==> config.mk <==
export PLATFORM = sky130hd
export DESIGN_NAME = writeback_stage
export DESIGN_NICKNAME = d
export VERILOG_FILES = /design/src/rtl/writeback_stage_pkg.sv /design/src/rtl/writeback_stage_load_data_formatter.sv /design/src/rtl/writeback_stage.sv
export SDC_FILE = /design/constraint.sdc
export NUM_CORES = 1
export LEC_CHECK = 0
export CORE_ASPECT_RATIO = 2
export CORE_MARGIN = 3
export CORE_UTILIZATION = 30
export DETAILED_ROUTE_END_ITERATION = 10
export SYNTH_ARGS = -nofsm -noshare
export SYNTH_HDL_FRONTEND = slang
export SYNTH_SLANG_ARGS = --single-unit
==> constraint.sdc <==
create_clock -name clk -period 20.7 [get_ports clk]
set_clock_uncertainty 0.05 [all_clocks]
set_input_delay 2.07 -clock clk [delete_from_list [all_inputs] [get_ports clk]]
set_output_delay 2.07 -clock clk [all_outputs]
set_load 0.005 [all_outputs]
### Cell outlines without signal wires, run 1

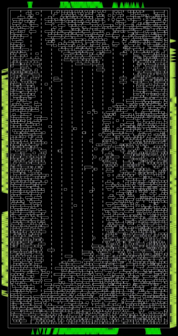
number of well taps: 1177
count of filler cells inserted in the layout: 8670
Rows: 155
number of sequential cells in the layout: 530

### Metal 1, run 1

Scale: 1.5 px per µm. Supply wires on this layer in gray.
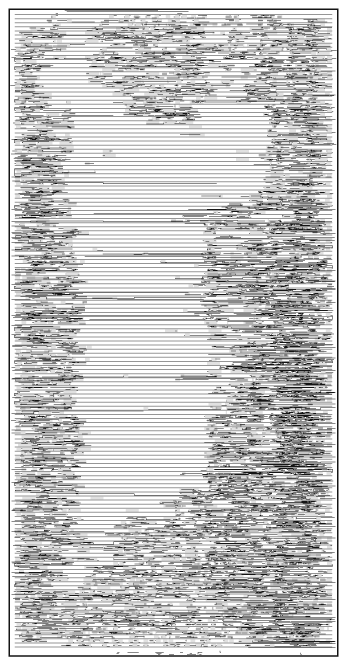
The layer carries 36.4 mm of wire. The longest straight run is 104 µm. The wires run mostly horizontal. 3017 nets have wire on it. The layer holds 37% of the routed length.
met1 usage: 22.5%
overall routed net length: 98500 µm

### Placed cells, one color a class, run 1

Scale: 1 px per µm.
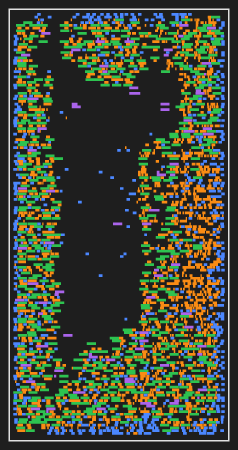
Key: clock drivers and dummy loads = purple [cells 96, share of their area 5.4%]; remaining buffers and delay cells = blue [cells 702, share of their area 20%]; sequential cells = green [cells 530, share of their area 38%]; remaining logic cells = orange [cells 1694, share of their area 37%]
total non-filler cell area in the finished layout: 36700 µm²
area of the core: 89200 µm²
core occupancy in the finished layout: 41.1%
fraction of standard cell area that is sequential: 36.2%

==> results_tabular.tex <==
% Table of physical implementation metrics
\begin{tabular}{lr}
\hline
Metric & Value \\
\hline
\multicolumn{2}{l}{\textbf{Pwr}} \\
\quad Power per unit of standard cell area & 141 nW/µm² \\
\quad Share of total power consumed by net switching & 33.3\% \\
\quad Leakage power of the design & 15.6 nW \\
\quad Cell internal power dissipation & 0.00345 W \\
\quad Power share of the combinational group & 45.5\% \\
\quad Switching power total & 0.00172 W \\
\quad Worst-case vdd ir drop & around 0.10 mV \\
\quad Power share of the sequential group & 34.1\% \\
\multicolumn{2}{l}{\textbf{Status}} \\
\quad Outcome & completed \\
\multicolumn{2}{l}{\textbf{Final timing}} \\
\quad Tmin final & 6510 ps \\
\quad Final count of pins violating max slew & 0 \\
\quad Pin slew with the least headroom to its limit & roughly 1300 ps \\
\quad RSZ-0062 raised after global routing & false \\
\quad Count of endpoints failing setup in the final report & 0 \\
\quad Number of failing hold endpoints at the final stage & 0 \\
\quad Setup tns final & 0 ps \\
\multicolumn{2}{l}{\textbf{Detailed routing}} \\
\quad DRT iter0 DRCs & approximately 1400 \\
\quad Pre-antenna DRT Iters & 5 \\
\quad Antenna Violating Nets Remaining & 0 \\
\quad Total via count after detailed routing & 21400 \\
\quad Wire per inst & 23.4 µm \\
\quad Average vias per placed instance & 5.09 \\
\quad Number of design rule violations left after detail routing & 0 \\
\multicolumn{2}{l}{\textbf{Logic synthesis}} \\
\quad Post-synthesis async set-or-reset flop share & 100\% \\
\quad Number of warnings printed during yosys synthesis & 0 \\
\quad Flip-flops with a built-in enable & 0 \\
\quad Post-Synthesis Cell Area & 27000 µm² \\
\quad Syn nets & between 2000 and 3000 \\
\quad Cell count after synthesis & 2399 \\
\quad Yosys cell types & 54 \\
\quad Average cell area after synthesis & 11.2 µm² \\
\quad Top FF cell, synth & sky130\_fd\_sc\_hd\_\_dfrtp\_1 \\
\quad Post-synthesis register bit count & about 530 \\
\multicolumn{2}{l}{\textbf{Die}} \\
\quad Fraction of the core area occupied by cells at floorplan & between 30 and 40\% \\
\quad Die span in y & 430 µm \\
\quad Width of the die & between 200 and 250 µm \\
\quad Die ar. & 93800 µm² \\
\quad I/O pin count & 665 \\
\multicolumn{2}{l}{\textbf{Clocking}} \\
\quad CTS tree & yes \\
\quad Post-CTS setup buffer count & 0 \\
\quad Insertion delay of the later-clocked pin in the worst-skew pair & 610 ps \\
\quad Number of H-tree levels & 2 \\
\quad Hold bufs inserted after CTS & 0 \\
\quad CTS sink count & 530 \\
\quad Number of buffers inserted during clock tree synthesis & roughly 52 \\
\quad PostCTS Resize Cnt & 0 \\
\quad Longest Clk Path Bufs & 3 \\
\multicolumn{2}{l}{\textbf{Critical path}} \\
\quad Category of cells accounting for the largest share of critical-path delay & buffers and inverters \\
\quad Critical Path End Type & primary output \\
\quad WP depth & 5 \\
\quad Setup slack, reg-to-reg & 16870 ps \\
\quad Maximum cell stage delay along the critical path & slightly above 900 ps \\
\quad Crit start category & register \\
\quad Cell breakdown of the critical path & buf\_4, buf\_4, mux2i\_1, nor2\_1, clkdlybuf4s50\_1 \\
\quad Most frequent CP cell & sky130\_fd\_sc\_hd\_\_buf\_4 \\
\quad Required time of the critical path & $\sim$19000 ps \\
\quad Arrival time at the worst endpoint & 4390 ps \\
\quad Largest driver fanout on the critical path & $\sim$57 \\
\quad Crit path kind & reg -> out \\
\multicolumn{2}{l}{\textbf{Layout}} \\
\quad Net total in the final layout & 3354 \\
\quad Multi-input gate area & $\sim$13000 µm² \\
\quad Number of flip-flops in the largest register & 462 \\
\quad Most frequent cells in the layout & sky130\_fd\_sc\_hd\_\_clkdlybuf4s50\_1 (661), sky130\_fd\_sc\_hd\_\_dfrtp\_1 (529), sky130\_fd\_sc\_hd\_\_nor2\_1 (352) \\
\quad Most frequently placed logic cell in the final layout & sky130\_fd\_sc\_hd\_\_clkdlybuf4s50\_1 \\
\quad Flip-flop and latch area & approximately 13000 µm² \\
\quad Synth-to-layout area growth & 35.9\% \\
\multicolumn{2}{l}{\textbf{Placement}} \\
\quad Input/output buffers & 664 \\
\quad Final weighted congestion of routability-driven global placement & 0.914 \\
\quad Post-detailed-placement cell area & around 35000 µm² \\
\multicolumn{2}{l}{\textbf{Flow run}} \\
\quad Maximum capacitance violations & 0 \\
\quad Stage-log warning count & 30 \\
\multicolumn{2}{l}{\textbf{Global routing}} \\
\quad Antenna violations before repair & 18 \\
\quad Global route hottest layer & met2 \\
\quad Congestion Overflow GR & 0 \\
\quad Global-route total usage across every layer & 20.3\% \\
\quad Maximum number of pins on one net before global-route repair & 133 \\
\quad Met2 usage in global routing & 34.4\% \\
\hline
\end{tabular}
-- run 1: layout make-up --
cell class	instances	share of cell area [%]
Sequential cell	530	36.2
Timing Repair Buffer	702	18.9
Clock inverter	26	1.06
Antenna cell	10	0.0683
Multi-Input combinational cell	1654	35.3
Tap cell	1177	4.02
Clock buffer	70	4.10
Inverter	40	0.430
-- run 1: power groups by stage --
stage | clock network (W) | registers [W] | logic, W
2_1_floorplan | 0 | 0.00169 | 0.00123
3_3_place_gp | 0 | 0.00177 | 0.00236
3_5_place_dp | 0 | 0.00179 | 0.00238
4_1_cts | 0.00110 | 0.00177 | 0.00239
5_1_grt | 0.00113 | 0.00182 | 0.00255
6_report | 0.00106 | 0.00176 | 0.00235
-- run 1: stage by stage --
step	total power (W)	worst slack (ps)	hold WS, ps	utilization, %	cells
floorplan	0.00292	3770	415	-	2399
global placement	0.00414	14490	421	38.9	4103
global route	0.00550	13990	465	41.1	4205
CTS	0.00526	14060	437	41.1	4199
detailed placement	0.00416	14460	424	38.9	4103
finish	0.00517	14190	436	41.1	4209
-- run 1: synthesized netlist by cell type (7+ instances only) --
library cell                count  area [µm²]
sky130_fd_sc_hd__and3_1        15        93.8
sky130_fd_sc_hd__mux2_2       348        3920
sky130_fd_sc_hd__nand3_1       39         195
sky130_fd_sc_hd__a21o_1         8        60.1
sky130_fd_sc_hd__mux2i_1      331        3310
sky130_fd_sc_hd__o22ai_1       29         181
sky130_fd_sc_hd__a221oi_1      35         307
sky130_fd_sc_hd__xor2_1        28         245
sky130_fd_sc_hd__a31oi_1       11        68.8
sky130_fd_sc_hd__nand4_1       14        87.6
sky130_fd_sc_hd__o211ai_1       9        67.6
sky130_fd_sc_hd__buf_2         14        70.1
sky130_fd_sc_hd__clkbuf_1     126         473
sky130_fd_sc_hd__nor3_1        19        95.1
sky130_fd_sc_hd__xnor2_1       37         324
sky130_fd_sc_hd__nor2b_1       15        93.8
sky130_fd_sc_hd__dfrtp_1      530       13300
sky130_fd_sc_hd__o21ai_0       63         315
sky130_fd_sc_hd__nand2_1       70         263
sky130_fd_sc_hd__nand2b_1      19         119
sky130_fd_sc_hd__a2111oi_0      7        61.3
sky130_fd_sc_hd__mux4_2        14         315
sky130_fd_sc_hd__nor2_1       354        1330
sky130_fd_sc_hd__a22oi_1       17         128
sky130_fd_sc_hd__o21a_1         8        60.1
sky130_fd_sc_hd__a22o_1        16         140
sky130_fd_sc_hd__o221ai_1      24         210
sky130_fd_sc_hd__inv_1         40         150
sky130_fd_sc_hd__buf_1         29         109
sky130_fd_sc_hd__a21oi_1       63         315
sky130_fd_sc_hd__a211o_1        8        70.1
-- run 1: layer usage --
metal	share of wire [%]	up-vias
li1	-	9721
met1	37	10700
met2	48	846
met3	8.3	191
met4	6.5	14
met5	0.086	-
-- run 1: cells by family (layout without fill, tap and decap cells) --
family	count (synthesis)	after routing	share of synthesized area, %
multiplexers	694	694	28.0
AND/OR/NAND/NOR	564	564	9.08
flip-flops	530	530	49.2
AND-OR/OR-AND	325	325	8.18
buffers and inverters	215	838	3.17
XOR/XNOR	65	65	2.11
adder cells (fa/ha/maj)	6	6	0.278
other	0	10	0
No activity file was given, so power comes from the tool's default toggle rates.
